## config.mk

```make
export PLATFORM = sky130hd
export DESIGN_NAME = bsg_downstream_link_rx
export DESIGN_NICKNAME = d
export VERILOG_FILES = /design/src/rtl/bsg_downstream_link_rx.sv
export SDC_FILE = /design/constraint.sdc
export NUM_CORES = 1
export LEC_CHECK = 0
export ABC_CLOCK_PERIOD_IN_PS = 9800
export CAP_MARGIN = 20
export CORE_MARGIN = 8
export CORE_UTILIZATION = 40
export DETAILED_ROUTE_END_ITERATION = 7
export HOLD_SLACK_MARGIN = 0.1
export PLACE_DENSITY = 0.55
export SYNTH_ARGS = -nofsm -noshare
export SYNTH_HDL_FRONTEND = slang
export SYNTH_SLANG_ARGS = --single-unit
```

## constraint.sdc

```tcl
create_clock -name clk -period 9.8 [get_ports clk]
set_input_delay 1.96 -clock clk [delete_from_list [all_inputs] [get_ports clk]]
set_output_delay 1.96 -clock clk [all_outputs]
set_load 0.005 [all_outputs]
```

## src/rtl/bsg_downstream_link_rx.sv

```systemverilog
// Downstream link receiver: pairs IO half-words into buffered words, gathers CORE_WORDS of them per core beat, returns toggle-coded credit.
// Optional build macro DOWNSTREAM_OVERFLOW_DETECT_EN enables the sticky overflow_err flag and a drop assertion.
module bsg_downstream_link_rx #(
  parameter int IO_WIDTH       = 8,
  parameter int LG_DEPTH       = 3,
  parameter int CORE_WORDS     = 2,
  parameter int LG_TOKEN_DECIM = 2
) (
  input  logic                               clk,
  input  logic                               rst,
  input  logic                               io_valid_in,
  input  logic [IO_WIDTH-1:0]                io_data_in,
  output logic                               io_token_out,
  output logic [CORE_WORDS*2*IO_WIDTH-1:0]   core_data_out,
  output logic                               core_valid_out,
  input  logic                               core_ready,
  output logic [LG_DEPTH:0]                  fifo_count,
  output logic                               overflow_err
);

  localparam int W          = 2 * IO_WIDTH;
  localparam int DEPTH      = 1 << LG_DEPTH;
  localparam int CORE_WIDTH = CORE_WORDS * W;
  localparam int GW         = $clog2(CORE_WORDS + 1);

  logic                  half_valid;
  logic [IO_WIDTH-1:0]   io_data;
  logic [LG_DEPTH:0]     wptr, rptr;
  logic [W-1:0]          mem [DEPTH];
  logic [W-1:0]          rdata;
  logic [GW-1:0]         gcnt, gcnt_inc;
  logic [CORE_WIDTH-1:0] gather, gather_n;
  logic                  empty, full, push, push_ok, drop, pop;
  logic                  complete, slot_free, load;

  assign empty   = (wptr == rptr);
  assign full    = (wptr[LG_DEPTH] != rptr[LG_DEPTH]) &&
                   (wptr[LG_DEPTH-1:0] == rptr[LG_DEPTH-1:0]);
  assign push    = io_valid_in && half_valid;
  assign push_ok = push && !full;
  assign drop    = push && full;
  assign pop     = !empty && (gcnt != GW'(CORE_WORDS));
  assign rdata   = mem[rptr[LG_DEPTH-1:0]];

  assign gcnt_inc   = gcnt + GW'(pop);
  assign complete   = (gcnt_inc == GW'(CORE_WORDS));
  assign slot_free  = !core_valid_out || core_ready;
  assign load       = complete && slot_free;
  assign fifo_count = wptr - rptr;

  // The popped word lands in slot gcnt; a beat load takes this merged view.
  always_comb begin
    gather_n = gather;
    for (int i = 0; i < CORE_WORDS; i++) begin
      if (pop && (gcnt == GW'(i))) gather_n[i*W +: W] = rdata;
    end
  end

  always_ff @(posedge clk) begin
    if (push_ok) mem[wptr[LG_DEPTH-1:0]] <= {io_data_in, io_data};
  end

  always_ff @(posedge clk) begin
    if (rst) begin
      half_valid     <= 1'b0;
      io_data        <= '0;
      wptr           <= '0;
      rptr           <= '0;
      gcnt           <= '0;
      gather         <= '0;
      core_data_out  <= '0;
      core_valid_out <= 1'b0;
    end else begin
      if (io_valid_in) begin
        if (!half_valid) begin
          io_data    <= io_data_in;
          half_valid <= 1'b1;
        end else begin
          half_valid <= 1'b0;
        end
      end
      if (push_ok) wptr <= wptr + 1'b1;
      if (pop)     rptr <= rptr + 1'b1;
      gcnt   <= load ? '0 : gcnt_inc;
      gather <= gather_n;
      if (load) begin
        core_data_out  <= gather_n;
        core_valid_out <= 1'b1;
      end else if (core_ready) begin
        core_valid_out <= 1'b0;
      end
    end
  end

  generate
    if (LG_TOKEN_DECIM == 0) begin : g_tok_every
      always_ff @(posedge clk) begin
        if (rst)      io_token_out <= 1'b0;
        else if (pop) io_token_out <= ~io_token_out;
      end
    end else begin : g_tok_decim
      logic [LG_TOKEN_DECIM-1:0] pcnt;
      always_ff @(posedge clk) begin
        if (rst) begin
          pcnt         <= '0;
          io_token_out <= 1'b0;
        end else if (pop) begin
          pcnt <= pcnt + 1'b1;
          if (&pcnt) io_token_out <= ~io_token_out;
        end
      end
    end
  endgenerate

`ifdef DOWNSTREAM_OVERFLOW_DETECT_EN
  always_ff @(posedge clk) begin
    if (rst)       overflow_err <= 1'b0;
    else if (drop) overflow_err <= 1'b1;
  end

  always @(posedge clk) begin
    assert (rst || !drop) else $error("downstream link rx: word dropped, buffer full");
  end
`else
  assign overflow_err = 1'b0;
`endif

endmodule

```

==> flow_summary.yaml, run 1 <==
# physical design summary
critical_path:
  critPathMaxFanout: 7
  endpoint_kind: "output pin"
  cpPeakStageDelay_ns: 0.52
  critPathRequiredTime_ns: 7.84
  path_cells: "inv_1 -> ha_1 -> fa_1 -> xnor2_1 -> clkdlybuf4s50_1"
  critPathLaunchType: "flip-flop"
  r2r.worst_path.cells: 4
  setup.worst_path.start: "wptr[0]"
  crit_path_end: "fifo_count[2]"
  cp_num_buf_inv: 2
  rr_startpoint: "wptr[2]"
  worstSetupPathType: "flip-flop to output pin"
  reg2reg_slack_ns: 6.96
  path_depth: 5
  arrival_ns: 2.42
  r2r_end: "mem[4][10]"
power:
  p_int_mw: 1.90
  ir_drop_v: 0.000153
  power_density_nw_per_um2: 253
  top_power_group: "sequential cells"
  pwr-share-comb: 0.202
  power_switching_mw: 0.694
  swShare: 0.267
  sequentialPowerShare: 0.435
  powerComb_mw: 0.525
  p_leak_nw: 3.38
  p_total_mw: 2.60
yosys:
  synthDistinctLibCells: 43
  syn_inst: 576
  ys_sh_simple: 0.0572
  yosysMostFrequentCell: "edfxtp_1"
  top_cell_area_share: 0.444
  synth-seq-area-share: 0.651
  ys_sh_adder: 0.00953
  ys_sh_xor: 0.0140
  synth_area_per_cell_sq_um: 15.0
  synth_warnings: 0
  top_area_cell: "edfxtp_1"
  ys_sh_aoi: 0.135
  ys.flops: 218
  netlist_logic_family_top: "AND-OR/OR-AND gates"
  yosys_cells: 576
  async_flop_share: 0
  mux_area_frac: 0.104
  netlist_top_cells_count: "edfxtp_1, dfxtp_1, mux4_2, o2bb2ai_1, a21oi_1"
  synth_top_flop_cell: "edfxtp_1"
  synth_area_sq_um: 8670
  synth.net_count: 594
cts:
  numCtsBuffers: 24
  post_cts_buffers: 0
  htree_levels: 1
  cts_tree: "built"
  clockBufferDepth: 3
  root_buffer: "clkbuf_16"
  cts_hold_buf: 0
  clock_sinks: 218
finish:
  comb_area_sq_um: 2810
  buffers: 62
  largest_class: "sequential cells"
  drive_gt1_frac: 0.186
  logic_gates: 306
  fillCellCount: 1834
  clock_area_frac: 0.0831
  lay_top_cells: "edfxtp_1, dfxtp_1, clkdlybuf4s50_1"
  layout.cells.most_common: "edfxtp_1"
  area.growth.synth_to_final_pct: 18.7
  regArea_sq_um: 5650
  largest_reg_flops: 128
  flop-count: 218
  antenna_cells: 0
  comb_share: 0.273
  seq_area_frac: 0.549
  final_area_sq_um: 10300
grt:
  grt_use_met3: 0.0252
  overflow: 0
  use_met2: 0.236
  grt_pass1_vias: 5183
  gr-usage-all-layers: 0.140
  grt_pass1_wl_mm: 29.6
  antenna_found_initial: 0
  met1_usage: 0.182
floorplan:
  initCoreUtil: 0.402
  core_sq_um: 21600
  ioPinCount: 51
  die_height_um: 163
  die_x_um: 163
routing:
  drt-met1-wl_mm: 8.31
  via_count: 5026
  highest_layer: "met4"
  firstDrtPassIters: 6
  drtIter0Drc: 206
  via_per_inst: 5.47
  ant_nets: 0
  drc: 0
  wirelength_mm: 18.4
  wl_per_cell_um: 20.0
  wl_met3_um: 707
  met2WireLength_mm: 8.91
sta:
  hold_viol_final: 0
  rsz0062_at_grt: "false"
  finalCritPeriodShare: 0.447
  slew_headroom: 0.334
  finalCriticalPeriod_ns: 4.38
  setup_violations: 0
  tns_ns: 0
  max_freq_mhz: 228
  holdWs_ns: 0.453
  worst_pin_slew_ns: 0.996
hold_path:
  hold_start: "gather[18]"
  holdPathEnd: "gather[18]"
  hold_depth: 1
  min_path_type: "flip-flop to flip-flop"
place:
  preCtsSetupSlack_ns: 5.70
  place.gp.congestion: 0.738
  dpl-instance-area_sq_um: 9430
  dp.cells: 875
job:
  maxCapViolations: 0
  warning_count: 26
status:
  status: "finished clean"
Fig. 1: run 1, logic cells by family
Scale bar: 50 um.
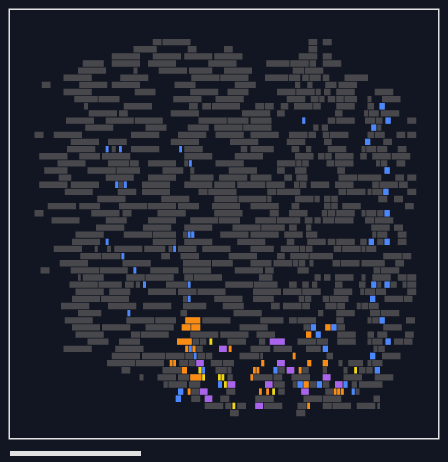
legend:
  XOR/XNOR gates:
    colour: purple
    cells: 13
  NAND gates:
    colour: blue
    cells: 48
  inverters:
    colour: yellow
    cells: 9
    where: bottom middle
  NOR gates:
    colour: orange
    cells: 29

Fig. 2: run 1, routed clock nets over the placement
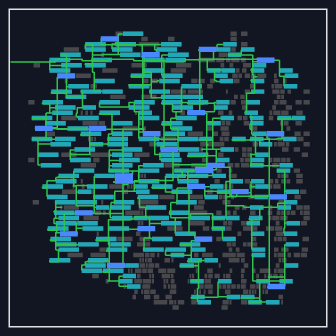
legend:
  cells driving clock nets:
    colour: blue
    count: 24
  clock wires:
    colour: green
    length: 2600 um
  flip-flops:
    colour: cyan
    count: 218
routed clock nets: 25
clk pwr: 0.944 mW
Clock Power Share: 0.363
clk_skew: 0.00716 ns
Late-Pin Clk Latency: 0.51 ns

Fig. 3: run 1, drive-strength map
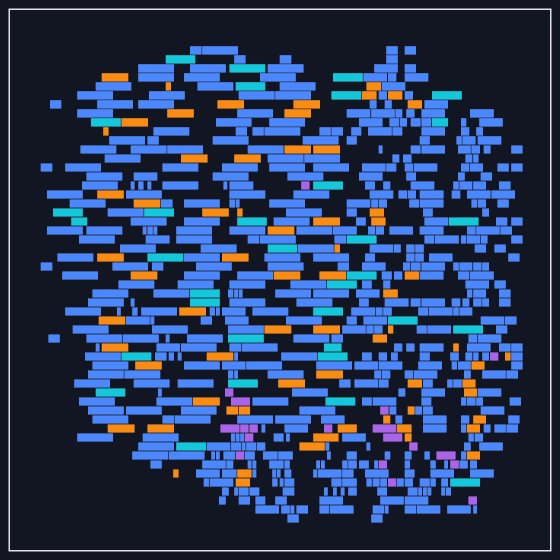
legend:
  drive 3 to 4:
    colour: purple
    cells: 19
    share: 3.0%
  drive 1 or less:
    colour: blue
    cells: 520
    share: 81%
  drive 2:
    colour: orange
    cells: 67
    share: 10%
  drive 6 and up:
    colour: cyan
    cells: 33
    share: 5.2%

--- run 2 (diff from run 1) ---
- ABC_CLOCK_PERIOD_IN_PS: 9800 -> 4100
- clock period: 9.8 -> 4.1 ns (I/O delays scaled with it)
Fig. 4: run 2, M3 wires
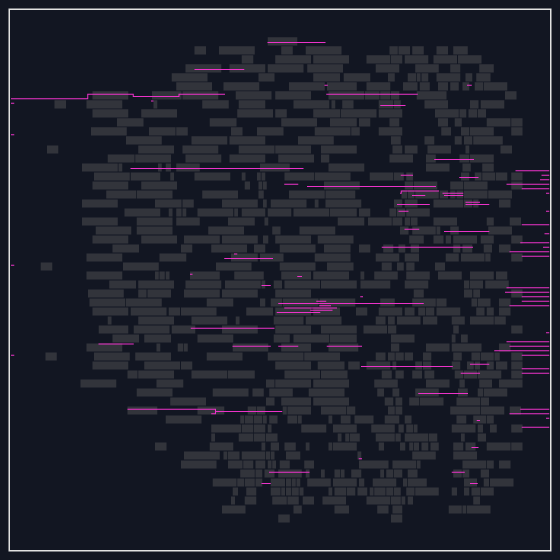
nets with wire on the layer: 58
main direction: horizontal

Fig. 5: run 2, logic cells by family
Scale bar: 50 um.
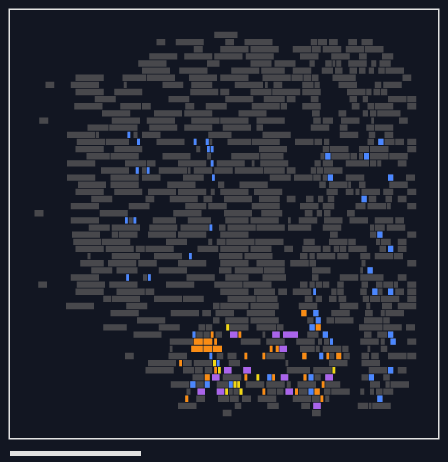
legend:
  NOR gates:
    colour: orange
    cells: 29
  NAND gates:
    colour: blue
    cells: 48
  inverters:
    colour: yellow
    cells: 9
    where: bottom middle
  XOR/XNOR gates:
    colour: purple
    cells: 13
final cell count without fillers: 925
most used logic cell in the final layout: edfxtp_1

Fig. 6: run 2, routed clock nets over the placement
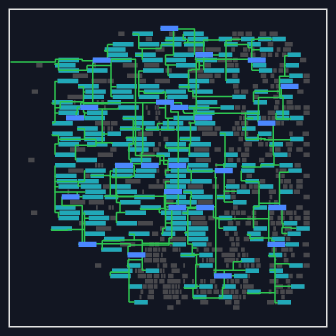
legend:
  cells driving clock nets:
    colour: blue
    count: 24
  flip-flops:
    colour: cyan
    count: 218
  clock wires:
    colour: green
    length: 2560 um
routed clock nets: 25
flops lie: spread over the die

==> run 2 against run 1 <==
  * Total power grew 130%
  * Synthesized cell count is the same
  * Sequential cell count is the same
  * Via count grew 2.3%
  * Combinational power grew 140%
  * First-iteration DRC count grew 52%
  * Sequential share of layout area grew 0.58 points
  * Register-to-register slack lost 5.4 ns
  * Clock-buffer cell count grew 3
  * Critical endpoint is now fifo_count[3]
==> flow_summary.yaml, run 2 <==
# physical design summary
power:
  sequentialPowerShare: 0.459
  p_leak_nw: 3.34
  top_power_group: "sequential cells"
  p_int_mw: 4.29
  ir_drop_v: 0.000242
  powerComb_mw: 1.26
  p_clk_frac: 0.328
yosys:
  synth-seq-area-share: 0.651
  synth_area_sq_um: 8670
  mux_area_frac: 0.104
  ys_sh_aoi: 0.135
  ys_sh_xor: 0.0140
  yosys_cells: 576
  synth_top_flop_cell: "edfxtp_1"
  synth_area_per_cell_sq_um: 15.0
  ys_sh_adder: 0.00953
  yosysMostFrequentCell: "edfxtp_1"
  ys.flops: 218
  synth_warnings: 0
  top_area_cell: "edfxtp_1"
  syn_inst: 576
  top_cell_area_share: 0.444
  ys_sh_simple: 0.0572
cts:
  clockBufferDepth: 3
  htree_levels: 1
  clock_latency_ns: 0.50
  post_cts_buffers: 0
finish:
  buffers: 68
  area.growth.synth_to_final_pct: 17.5
  regArea_sq_um: 5650
  seq_area_frac: 0.555
  flop-count: 218
  largest_reg_flops: 128
sta:
  finalCritPeriodShare: 0.782
  slew_headroom: 0.390
  tns_ns: 0
  holdWs_ns: 0.450
  worst_pin_slew_ns: 0.890
  rsz0062_at_grt: "false"
  worst_clock_skew_ns: 0.00885
  setup_violations: 0
routing:
  wl_per_cell_um: 20.9
  wirelength_mm: 19.3
  ant_nets: 0
  met2WireLength_mm: 9.76
  drtIter0Drc: 313
  firstDrtPassIters: 4
  via_per_inst: 5.56
critical_path:
  cpPeakStageDelay_ns: 0.53
  critPathMaxFanout: 9
  r2r.worst_path.cells: 3
  setup.worst_path.start: "wptr[1]"
  crit_path_end: "fifo_count[3]"
  worstSetupPathType: "flip-flop to output pin"
  endpoint_kind: "output pin"
  arrival_ns: 2.39
  r2r_end: "core_data_out[31]"
grt:
  grt_use_met3: 0.0222
  grt_pass1_wl_mm: 30.2
  grt_pass1_vias: 5283
  antenna_found_initial: 0
  met1_usage: 0.179
  gr-usage-all-layers: 0.145
hold_path:
  hold_start: "gather[18]"
  holdPathEnd: "gather[18]"
  min_path_type: "flip-flop to flip-flop"
floorplan:
  die_height_um: 163
  ioPinCount: 51
place:
  preCtsSetupSlack_ns: 1.30
status:
  status: "finished clean"
job:
  warning_count: 26
  maxCapViolations: 0
--- run 3 (diff from run 2) ---
- ABC_CLOCK_PERIOD_IN_PS: 4100 -> 3100
- clock period: 4.1 -> 3.1 ns (I/O delays scaled with it)
Fig. 7: run 3, drive-strength map
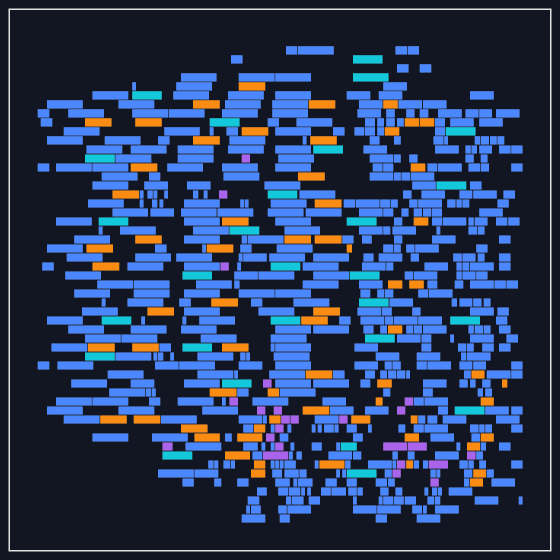
legend:
  drive 2:
    colour: orange
    cells: 64
    share: 10%
  drive 3 to 4:
    colour: purple
    cells: 24
    share: 3.7%
  drive 6 and up:
    colour: cyan
    cells: 27
    share: 4.2%
  drive 1 or less:
    colour: blue
    cells: 528
    share: 82%

Fig. 8: run 3, routing congestion
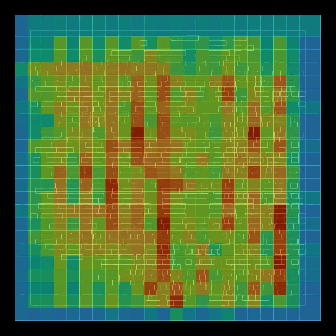
WL/cell: 20.2 um
All-Layer GR Usage: 0.140
final core utilization: 0.473
GRT met3 Usage: 0.0292

==> run 3 against run 2 <==
  * First-iteration DRC count shrank 30%
  * Hold slack improved by 0.0031 ns
  * Final cell count shrank 0.22%
  * Register-to-register slack lost 1.0 ns
==> flow_summary.yaml, run 3 <==
# physical design summary
place:
  dpl-instance-area_sq_um: 9470
  dp.cells: 881
  place.gp.congestion: 0.769
finish:
  antenna_cells: 0
  clock_area_frac: 0.0718
  drive_gt1_frac: 0.179
  final_area_sq_um: 10200
  flop-count: 218
  largest_reg_flops: 128
  buffers: 68
  fillCellCount: 1870
  layout.cells.most_common: "edfxtp_1"
  regArea_sq_um: 5650
  lay_top_cells: "edfxtp_1, dfxtp_1, clkdlybuf4s50_1"
power:
  sequentialPowerShare: 0.457
  powerComb_mw: 1.65
  swShare: 0.274
  p_total_mw: 7.88
  p_int_mw: 5.72
  ir_drop_v: 0.000311
  power_density_nw_per_um2: 772
  power_switching_mw: 2.16
  p_clk_frac: 0.334
  top_power_group: "sequential cells"
yosys:
  ys_sh_xor: 0.0140
  yosys_cells: 576
  ys_sh_adder: 0.00953
  synth-seq-area-share: 0.651
  ys.flops: 218
  top_area_cell: "edfxtp_1"
  synth_warnings: 0
  ys_sh_simple: 0.0572
  mux_area_frac: 0.104
  synth_area_per_cell_sq_um: 15.0
  yosysMostFrequentCell: "edfxtp_1"
  synthDistinctLibCells: 43
  synth_area_sq_um: 8670
  top_cell_area_share: 0.444
  async_flop_share: 0
  syn_inst: 576
  synth.net_count: 594
grt:
  met1_usage: 0.181
  use_met2: 0.236
  antenna_found_initial: 0
  overflow: 0
  grt_pass1_wl_mm: 29.6
cts:
  post_cts_buffers: 0
  cts_hold_buf: 0
  cts_tree: "built"
  clock_sinks: 218
  numCtsBuffers: 24
  clockBufferDepth: 3
  htree_levels: 1
  clock_latency_ns: 0.50
critical_path:
  crit_path_end: "fifo_count[2]"
  cpPeakStageDelay_ns: 0.54
  r2r_end: "mem[0][6]"
  critPathMaxFanout: 7
  path_cells: "inv_1 -> ha_1 -> fa_1 -> xnor2_1 -> clkdlybuf4s50_1"
  worstSetupPathType: "flip-flop to output pin"
  reg2reg_slack_ns: 0.56
  critPathLaunchType: "flip-flop"
  arrival_ns: 2.37
  rr_startpoint: "wptr[2]"
  cp_num_buf_inv: 2
  path_depth: 5
  r2r.worst_path.cells: 5
  endpoint_kind: "output pin"
floorplan:
  die_height_um: 163
  ioPinCount: 51
  initCoreUtil: 0.402
  core_sq_um: 21600
status:
  status: "finished clean"
sta:
  max_freq_mhz: 335
  rsz0062_at_grt: "false"
  worst_clock_skew_ns: 0.00668
  slew_headroom: 0.439
  finalCritPeriodShare: 0.963
  tns_ns: 0
  hold_viol_final: 0
  setup_violations: 0
  worst_pin_slew_ns: 0.840
routing:
  firstDrtPassIters: 4
  wl_met3_mm: 1.10
  via_per_inst: 5.53
  ant_nets: 0
  via_count: 5103
  wirelength_mm: 18.7
  highest_layer: "met4"
  met2WireLength_mm: 8.95
  drt-met1-wl_mm: 8.27
  drc: 0
hold_path:
  hold_start: "gather[19]"
  holdPathEnd: "gather[19]"
  hold_depth: 1
job:
  warning_count: 26
Fig. 9: run 3, logic cells by family
Scale bar: 50 um.
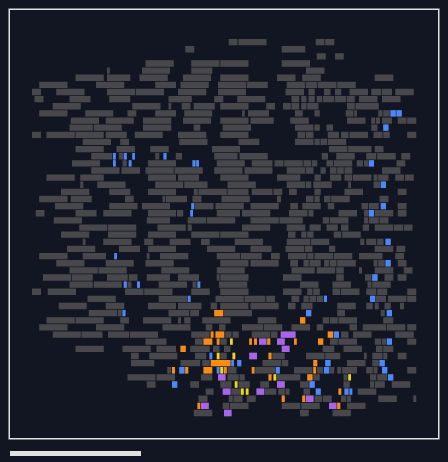
legend:
  NOR gates:
    colour: orange
    cells: 29
    where: bottom middle
  inverters:
    colour: yellow
    cells: 9
    where: bottom middle
  XOR/XNOR gates:
    colour: purple
    cells: 13
    where: bottom middle
  NAND gates:
    colour: blue
    cells: 48
multi-input combinational area share: 0.275
final cell count without fillers: 923

Power is estimated from default activity; no workload was simulated.
